### Selected gate families, run 1

Drawn at 3 px/µm.
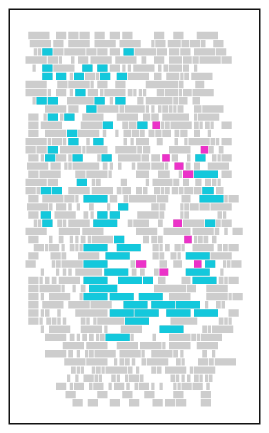
### Sequential cells grouped by signal name, run 1

Drawn at 4 px/µm.
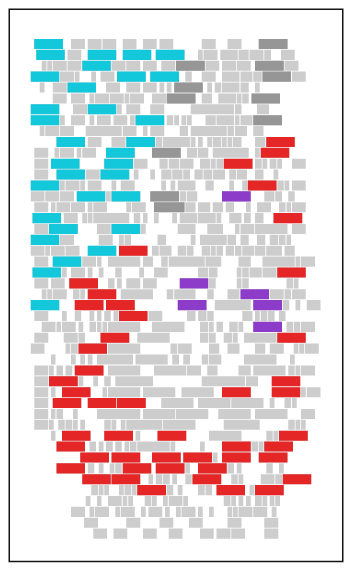
### Zoomed window, run 1

Window x 50 to 75, y 91 to 116 µm. Cells in grey, sequential cells in the stronger grey; small squares are vias.
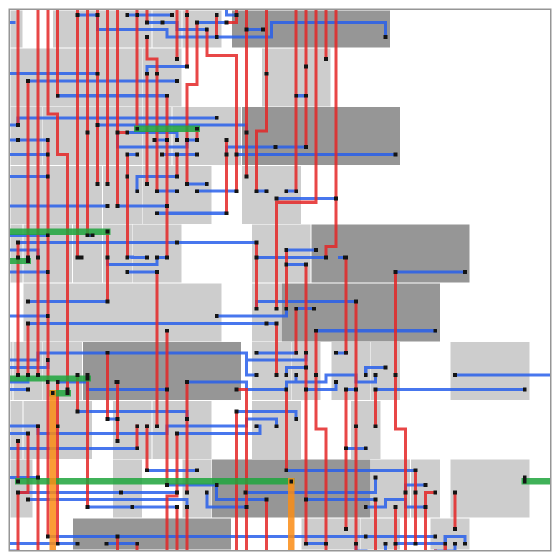
### Met1 routing, run 1

Drawn at 3 px/µm.
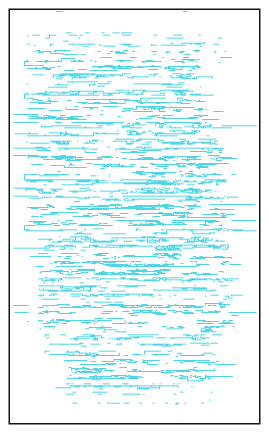
<file path="src/rtl/s_box_sequencer_if.sv">
// Bus bundle for the S-box sequencer: input word stream, result stream and shared lookup port.
// The slave modport is the sequencer's view; the master modport is its environment.
interface s_box_sequencer_if;
  localparam int unsigned WORD_W  = 48;
  localparam int unsigned DATA_W  = 32;
  localparam int unsigned IDX_W   = 3;
  localparam int unsigned CHUNK_W = 6;
  localparam int unsigned NIB_W   = 4;

  logic               in_valid;
  logic               in_ready;
  logic [WORD_W-1:0]  in_data;
  logic               out_valid;
  logic               out_ready;
  logic [DATA_W-1:0]  out_data;
  logic [IDX_W-1:0]   s_box_select;
  logic [CHUNK_W-1:0] s_box_input;
  logic [NIB_W-1:0]   s_box_output;
  logic               busy;

  modport slave (
    input  in_valid, in_data, out_ready, s_box_output,
    output in_ready, out_valid, out_data, s_box_select, s_box_input, busy
  );

  modport master (
    output in_valid, in_data, out_ready, s_box_output,
    input  in_ready, out_valid, out_data, s_box_select, s_box_input, busy
  );
endinterface

</file>
<file path="src/rtl/s_box_sequencer.sv">
// Time-multiplexed DES round substitution: walks one shared 6-to-4 lookup port through S1..S8
// and assembles the 32-bit result for the P-permutation stage.
module s_box_sequencer #(
  parameter int unsigned LOOKUP_LATENCY = 0
) (
  input  logic             clk,
  input  logic             reset,
  s_box_sequencer_if.slave bus
);
  localparam int unsigned WORD_W  = 48;
  localparam int unsigned DATA_W  = 32;
  localparam int unsigned IDX_W   = 3;
  localparam int unsigned CHUNK_W = 6;
  localparam int unsigned NIB_W   = 4;
  localparam bit          REG_LOOKUP = (LOOKUP_LATENCY == 1);
  localparam logic [IDX_W-1:0] LAST_IDX = IDX_W'(7);

  if (LOOKUP_LATENCY > 1) begin : g_bad_latency
    $error("s_box_sequencer: LOOKUP_LATENCY must be 0 or 1");
  end

  typedef enum logic [1:0] {ST_IDLE, ST_LOOKUP, ST_WAIT, ST_DONE} state_e;

  state_e              state_q, state_d;
  logic [IDX_W-1:0]    idx_q, idx_d;
  logic [WORD_W-1:0]   word_q, word_d;
  logic [DATA_W-1:0]   data_q, data_d;
  logic [IDX_W-1:0]    sel_q, sel_d;
  logic [CHUNK_W-1:0]  sin_q, sin_d;
  logic                in_ready_q, in_ready_d;
  logic                out_valid_q, out_valid_d;
  logic                busy_q, busy_d;
  logic                capture_c;
  logic [IDX_W-1:0]    nib_slot_c;

  // Chunk for S-box i sits at word[47-6*i -: 6], i.e. base 6*(7-i).
  function automatic logic [CHUNK_W-1:0] chunk_of(input logic [WORD_W-1:0] w,
                                                  input logic [IDX_W-1:0]  i);
    logic [IDX_W-1:0] r;
    logic [5:0]       sh;
    r  = LAST_IDX - i;
    sh = {1'b0, r, 2'b00} + {2'b00, r, 1'b0};
    return w[sh +: CHUNK_W];
  endfunction

  always_ff @(posedge clk) begin
    if (reset) state_q <= ST_IDLE;
    else       state_q <= state_d;
  end

  always_comb begin
    state_d = state_q;
    idx_d   = idx_q;
    unique case (state_q)
      ST_IDLE: begin
        if (bus.in_valid) begin
          state_d = ST_LOOKUP;
          idx_d   = '0;
        end
      end
      ST_LOOKUP: begin
        if (REG_LOOKUP)               state_d = ST_WAIT;
        else if (idx_q == LAST_IDX)   state_d = ST_DONE;
        else                          idx_d   = idx_q + IDX_W'(1);
      end
      ST_WAIT: begin
        if (idx_q == LAST_IDX) state_d = ST_DONE;
        else begin
          state_d = ST_LOOKUP;
          idx_d   = idx_q + IDX_W'(1);
        end
      end
      ST_DONE: begin
        if (bus.out_ready) state_d = ST_IDLE;
      end
      default: state_d = ST_IDLE;
    endcase
  end

  // Lookup result is taken in LOOKUP (combinational ROM) or WAIT (registered ROM).
  always_comb begin
    word_d      = word_q;
    data_d      = data_q;
    sel_d       = sel_q;
    sin_d       = sin_q;
    capture_c   = (state_q == ST_WAIT) || ((state_q == ST_LOOKUP) && !REG_LOOKUP);
    nib_slot_c  = LAST_IDX - idx_q;
    in_ready_d  = (state_d == ST_IDLE);
    out_valid_d = (state_d == ST_DONE);
    busy_d      = (state_d != ST_IDLE);
    if ((state_q == ST_IDLE) && bus.in_valid) begin
      word_d = bus.in_data;
      sel_d  = '0;
      sin_d  = bus.in_data[WORD_W-1 -: CHUNK_W];
    end
    if (capture_c) begin
      data_d[{nib_slot_c, 2'b00} +: NIB_W] = bus.s_box_output;
      if (idx_q != LAST_IDX) begin
        sel_d = idx_q + IDX_W'(1);
        sin_d = chunk_of(word_q, idx_q + IDX_W'(1));
      end
    end
  end

  always_ff @(posedge clk) begin
    if (reset) begin
      idx_q       <= '0;
      word_q      <= '0;
      data_q      <= '0;
      sel_q       <= '0;
      sin_q       <= '0;
      in_ready_q  <= 1'b1;
      out_valid_q <= 1'b0;
      busy_q      <= 1'b0;
    end else begin
      idx_q       <= idx_d;
      word_q      <= word_d;
      data_q      <= data_d;
      sel_q       <= sel_d;
      sin_q       <= sin_d;
      in_ready_q  <= in_ready_d;
      out_valid_q <= out_valid_d;
      busy_q      <= busy_d;
    end
  end

  assign bus.in_ready     = in_ready_q;
  assign bus.out_valid    = out_valid_q;
  assign bus.out_data     = data_q;
  assign bus.s_box_select = sel_q;
  assign bus.s_box_input  = sin_q;
  assign bus.busy         = busy_q;
endmodule

</file>
<file path="src/flat_wrapper.sv">
// flat-port wrapper written by rule: the top's interface ports become plain ports
module s_box_sequencer_flat 
#(
  parameter int unsigned LOOKUP_LATENCY = 0
)
  (clk, reset, bus_in_valid, bus_in_data, bus_out_ready, bus_s_box_output, bus_in_ready, bus_out_valid, bus_out_data, bus_s_box_select, bus_s_box_input, bus_busy);
  s_box_sequencer_if bus_i ();
  input  logic clk;
  input  logic reset;
  input wire logic [$bits(bus_i.in_valid)-1:0] bus_in_valid;
  input wire logic [$bits(bus_i.in_data)-1:0] bus_in_data;
  input wire logic [$bits(bus_i.out_ready)-1:0] bus_out_ready;
  input wire logic [$bits(bus_i.s_box_output)-1:0] bus_s_box_output;
  output wire logic [$bits(bus_i.in_ready)-1:0] bus_in_ready;
  output wire logic [$bits(bus_i.out_valid)-1:0] bus_out_valid;
  output wire logic [$bits(bus_i.out_data)-1:0] bus_out_data;
  output wire logic [$bits(bus_i.s_box_select)-1:0] bus_s_box_select;
  output wire logic [$bits(bus_i.s_box_input)-1:0] bus_s_box_input;
  output wire logic [$bits(bus_i.busy)-1:0] bus_busy;
  assign bus_i.in_valid = bus_in_valid;
  assign bus_i.in_data = bus_in_data;
  assign bus_i.out_ready = bus_out_ready;
  assign bus_i.s_box_output = bus_s_box_output;
  assign bus_in_ready = bus_i.in_ready;
  assign bus_out_valid = bus_i.out_valid;
  assign bus_out_data = bus_i.out_data;
  assign bus_s_box_select = bus_i.s_box_select;
  assign bus_s_box_input = bus_i.s_box_input;
  assign bus_busy = bus_i.busy;
  s_box_sequencer #(.LOOKUP_LATENCY(LOOKUP_LATENCY)) u_core (.clk(clk), .reset(reset), .bus(bus_i));
endmodule
</file>
<file path="config.mk">
export PLATFORM = sky130hd
export DESIGN_NAME = s_box_sequencer_flat
export DESIGN_NICKNAME = d
export VERILOG_FILES = /design/src/rtl/s_box_sequencer_if.sv /design/src/rtl/s_box_sequencer.sv /design/src/flat_wrapper.sv
export SDC_FILE = /design/constraint.sdc
export NUM_CORES = 1
export LEC_CHECK = 0
export CORE_ASPECT_RATIO = 1.75
export CORE_MARGIN = 5
export CORE_UTILIZATION = 52
export CTS_BUF_LIST = sky130_fd_sc_hd__clkbuf_16
export DETAILED_ROUTE_END_ITERATION = 10
export PLACE_DENSITY = 0.78
export SLEW_MARGIN = 0
export SYNTH_ARGS = -nofsm -noshare
export SYNTH_HDL_FRONTEND = slang
export SYNTH_SLANG_ARGS = --single-unit
</file>
<file path="constraint.sdc">
create_clock -name clk -period 3.6 [get_ports clk]
set_clock_uncertainty 0.05 [all_clocks]
set_input_delay 0.72 -clock clk [delete_from_list [all_inputs] [get_ports clk]]
set_output_delay 0.72 -clock clk [all_outputs]
set_load 0.01 [all_outputs]
</file>
==> flow_metrics.tcl, run 1 <==
# flow metrics
set metrics [dict create \
    outcome "finished, final reports clean" \
    min-delay-start "u_core.word_q[0]" \
    post_cts_resized 0 \
    total_power_w 0.00479 \
    fp-utilization_pct 53.3 \
    grt.overflow.total 0 \
    firstDrtPassIters 5 \
    ff2ff_setup_slack_ns 0.77 \
    aoi_share_pct 13.1 \
    path_delay_family "adder cells" \
    powerSeq_w 0.00145 \
    p_sw_w 0.00182 \
    syn-cell-area_um2 4850 \
    ys.flop_type "dfxtp_1" \
    ys_ff 97 \
    mux_share_pct 21.6 \
    syn-instance-count 525 \
    hold_viol 0 \
    r2r-start "u_core.idx_q[1]" \
    worstHoldEndpoint "u_core.word_q[0]" \
    comb_cells 381 \
    fin_crit_sh_pct 78.7 \
    tightest_slew_ns 0.564 \
    crit_cells 9 \
    r2r_end "u_core.bus.s_box_input[4]" \
    ys_sh_adder_pct 2.32 \
    power.internal_w 0.00297 \
    clk_pin_slew_ns 0.06 \
    portBuffers 99 \
    hpwl_mm 9.51 \
    post-place-cells 713 \
    period_minus_slack_ns 2.83 \
    maxPowerGroup "combinational logic" \
    comb_power_share_pct 47.1 \
    hold_depth 2 \
    die_x_um 83.0 \
    ff_count 97 \
    grt_pass1_wl_mm 21.1 \
    tritoncts "built" \
    placementRows 46 \
    crit_path_end_kind "flip-flop" \
    arrival_ns 2.99 \
    final_area_um2 6180 \
    clock_buffers 9 \
    ctsHtreeMaxLevel 3 \
    critPathKind "flip-flop to flip-flop" \
    grt_usage_pct 22.9 \
    drt_first_iter_violations 249 \
    rsz0062_at_grt "no" \
    vdd_drop_max_v 0.000421 \
    setup_viol 0 \
    antenna_found_initial 0 \
    routedWlPerCell_um 17.5 \
    gp_congestion 0.908 \
    slowest_stage "mux4_2" \
    io_pins 100 \
    hold_slack_ns 0.415 \
    postCtsHoldBufs 0 \
    die_h_um 138 \
]
## Picture notes: 'Selected gate families'
- magenta: non-inverting ao/oa cells (cells 10; most used a21o_1)
- cyan: mux cells (cells 69; most used mux2i_1)
Non-Filler Instances: 729
combinational share of cell area: 43.2%
Top cell excl fill/tap: nand2_1

## Picture notes: 'Sequential cells grouped by signal name'
- red: `u_core.word_q` (flops 48)
- cyan: `u_core.bus.out_data` (flops 32)
- purple: `u_core.bus.s_box_input` (flops 6)
- not coloured: 11
sequential share of cell area: 31.4%
Final Util: 68.0%
Reg area: 1940 µm²

## Picture notes: 'Zoomed window'
- blue: metal 1
- red: metal 2
- green: metal 3
- orange: metal 4
- cells with their middle in the window: 47
- netlist names of flops here include: `u_core.word_q` (4), `u_core.state_q` (2)
- sequential cells in the window: 7
- most frequent: nand2_1 (8), a21oi_1 (8), dfxtp_1 (7)

## Picture notes: 'Met1 routing'
- share of all routed wire: 38%
- wire length on this layer: 4810 µm
total vias in the final route: 4223
fraction of met1 tracks used by global routing: 25.0%
Routed WL: 12.8 mm

[run 1: worst reg2reg max path: stages (launching register included)]
cell and delay (ns):
dfxtp_1 0.35, ha_1 0.20, ha_1 0.30, xor2_1 0.15, ha_1 0.42, buf_4 0.29, mux4_2 0.52, o22ai_1 0.15
a311o_1 0.21, a221oi_2 0.06
[run 1: Yosys cell counts (2+ instances only)]
cell type	instances	area share, %
nand2_1	106	8.2
dfxtp_1	97	40
a21oi_1	66	6.8
nor2_1	47	3.6
mux2i_1	40	8.3
clkbuf_1	28	2.2
mux4_2	27	13
ha_1	9	2.3
nand3_1	9	0.93
o21ai_0	7	0.72
inv_1	6	0.46
o22ai_1	6	0.77
a22oi_1	5	0.77
buf_6	5	1.2
nor3_1	5	0.52
nor2b_1	4	0.52
nor4_1	4	0.52
a21o_1	3	0.46
a31oi_1	3	0.39
buf_2	3	0.31
a211o_1	2	0.36
a211oi_1	2	0.31
a221oi_1	2	0.36
and2_1	2	0.26
and3b_1	2	0.36
buf_4	2	0.31
nand2b_1	2	0.26
nor3b_4	2	0.77
o21a_1	2	0.31
or2_2	2	0.26
or3b_1	2	0.36
[run 1: registers in the layout, summed over array words and instances (netlist names)]
name	count
u_core.bus.s_box_input	6
u_core.bus.in_ready	1
u_core.state_q	2
u_core.bus.s_box_select	3
u_core.bus.out_valid	1
u_core.bus.out_data	32
u_core.word_q	48
u_core.idx_q	3
u_core.bus.busy	1
[run 1: per-layer routing]
| layer | vias to the layer above | wire length, µm | global-route usage [%] |
|---|---|---|---|
| met5 | - | 0 | 0 |
| met4 | 0 | 447 | 11.5 |
| met3 | 38 | 631 | 5.27 |
| met2 | 123 | 6900 | 41.6 |
| met1 | 2048 | 4810 | 25.0 |
| li1 | 2014 | - | - |
### Routing congestion map, run 1

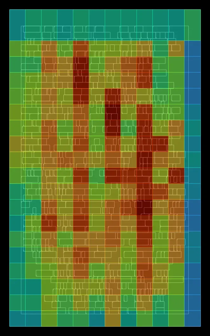

==> run 2, diff against run 1 <==
- CORE_UTILIZATION: 52 -> 47
- PLACE_DENSITY: 0.78 -> 0.74
- clock period: 3.6 -> 2.58 ns (I/O delays scaled with it)
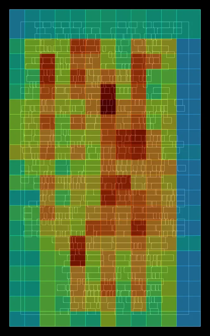
*Routing congestion map, run 2*
GRT Overall Usage: 20.6%
Top Usage Layer GRT: met2
routed len/inst: 17.2 µm
met3 usage: 3.31%
Final Util: 61.8%

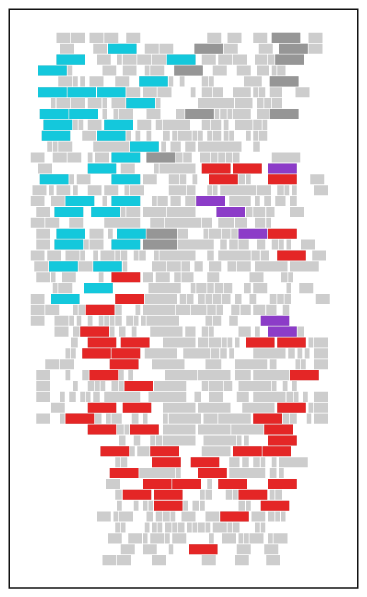
*Sequential cells grouped by signal name, run 2*
Drawn at 4 px/µm.
- cyan: `u_core.bus.out_data` (flops 32)
- red: `u_core.word_q` (flops 48)
- purple: `u_core.bus.s_box_input` (flops 6)
Reg area: 1950 µm²
sequential share of cell area: 30.9%

==> run 2 against run 1 <==
Effect of this change:
- register-to-register slack got worse by 0.65 ns
- flip-flop count unchanged
- sequential share of layout area decreased by 0.50 points
- global-route usage decreased by 2.3 points
- non-clock buffer count increased by 3
- combinational power increased by 46%
- final cell count increased by 1.4%
- hold slack got worse by 0.00071 ns
- die size increased by 9.6%
- synthesized cell count unchanged
- cell area increased by 1.8%
- highest routed layer unchanged
==> flow_metrics.tcl, run 2 <==
# flow metrics
set metrics [dict create \
    worstHoldEndpoint "u_core.word_q[1]" \
    top_cells_by_count "nand2_1 (106), dfxtp_1 (97), a21oi_1 (66)" \
    hold_viol 0 \
    mostFrequentLayoutCell "nand2_1" \
    vdd_drop_max_v 0.000662 \
    antenna_found_initial 0 \
    ys.flop_type "dfxtp_1" \
    period_minus_slack_ns 2.46 \
    portBuffers 99 \
    top_cell "nand2_1" \
    p_sw_w 0.00257 \
    final_cells 739 \
    r2r-start "u_core.idx_q[1]" \
    slowest_stage "a311o_1" \
    synth_top_area_share_pct 40.1 \
    syn-instance-count 525 \
    outcome "finished, final reports clean" \
    drt_first_iter_violations 331 \
    clk_pin_slew_ns 0.07 \
    largest-register "u_core.word_q" \
    met1_usage_pct 22.6 \
    m1WireLength_mm 4.71 \
    max_stage_delay_ns 0.41 \
    die_h_um 144 \
    crit_cells 8 \
    die_x_um 86.8 \
    r2r_end "u_core.bus.s_box_input[4]" \
    largest_area_cell "dfxtp_1" \
    critPathKind "flip-flop to flip-flop" \
    ctsHtreeMaxLevel 3 \
    firstDrtPassIters 5 \
    rsz0062_at_grt "no" \
    pwr-share-seq_pct 30.1 \
    path_delay_family "adder cells" \
    met2_wirelength_mm 7.01 \
    vias 4167 \
    grt.overflow.total 0 \
    comb_power_share_pct 49.6 \
    largest_reg_flops 48 \
    hpwl_mm 9.55 \
    ff2ff_setup_slack_ns 0.12 \
    swShare_pct 38.5 \
    synth.area.top_cells "dfxtp_1 (40%), mux4_2 (13%), mux2i_1 (8.3%)" \
    arrival_ns 2.67 \
    met2_usage_pct 38.5 \
    ys_ff 97 \
    top_layer_used "met4" \
    fp-utilization_pct 47.6 \
    post-place-cells 723 \
    power.internal_w 0.00410 \
    fin_crit_sh_pct 95.4 \
    min-delay-start "u_core.word_q[1]" \
    syn-cell-area_um2 4850 \
    total_power_w 0.00667 \
    io_pins 100 \
    wl_met3_um 605 \
    tightest_slew_ns 0.662 \
    fin_setup_tns_ns 0 \
]
-- run 2: cell count changes in the layout (fill, tap and decap cells not counted), moves of 2 or more --
cell / change
clkinv_1: -3
ha_4: +3
buf_12: +5
clkinvlp_4: +2
ha_1: -3
bufinv_16: -2
buf_4: -2
-- run 2: cell families after synthesis --
| family | count (synthesis) | share of synthesized area [%] |
|---|---|---|
| DFF | 97 | 40.1 |
| and+or+nand+nor | 195 | 17.9 |
| buffers and inverters | 47 | 4.88 |
| AOI/OAI and AO/OA | 107 | 13.1 |
| adders and majority gates | 9 | 2.32 |
| xor gates and xnor gates | 1 | 0.181 |
| muxes | 69 | 21.6 |
-- run 2: layout make-up --
| cell class | count | area [µm²] | area share (%) |
|---|---|---|---|
| clock inverter | 7 | 77.6 | 1.23 |
| tap | 127 | 159 | 2.53 |
| timing repair buffer | 111 | 1140 | 18.1 |
| multi-input combinational | 381 | 2720 | 43.2 |
| sequential | 97 | 1950 | 30.9 |
| inverter | 7 | 27.5 | 0.437 |
| clock buffer | 9 | 225 | 3.58 |
-- run 2: repair_timing --
item | in CTS | in global routing
setup endpoints to repair | 5 | 1
resized | 3 | 1
endpoints found under the hold margin | 0 | 0
hold buffers | 0 | 0
-- run 2: power by group through the flow --
stage          Clock [W]  Combinational (W)  Sequential (W)
2_1_floorplan          0            0.00243         0.00201
3_3_place_gp           0            0.00321         0.00202
3_5_place_dp           0            0.00326         0.00204
4_1_cts          0.00137            0.00330         0.00201
5_1_grt          0.00142            0.00361         0.00204
6_report         0.00135            0.00331         0.00201
-- run 2: per-stage QoR --
stage | util, % | hold slack [ns]
after global placement | 58.6 | 0.396
after detailed placement | 58.6 | 0.402
final | 61.8 | 0.415
after global routing | 61.8 | 0.438
after floorplan | - | 0.383
after CTS | 61.8 | 0.417
No activity file was given, so power comes from the tool's default toggle rates.
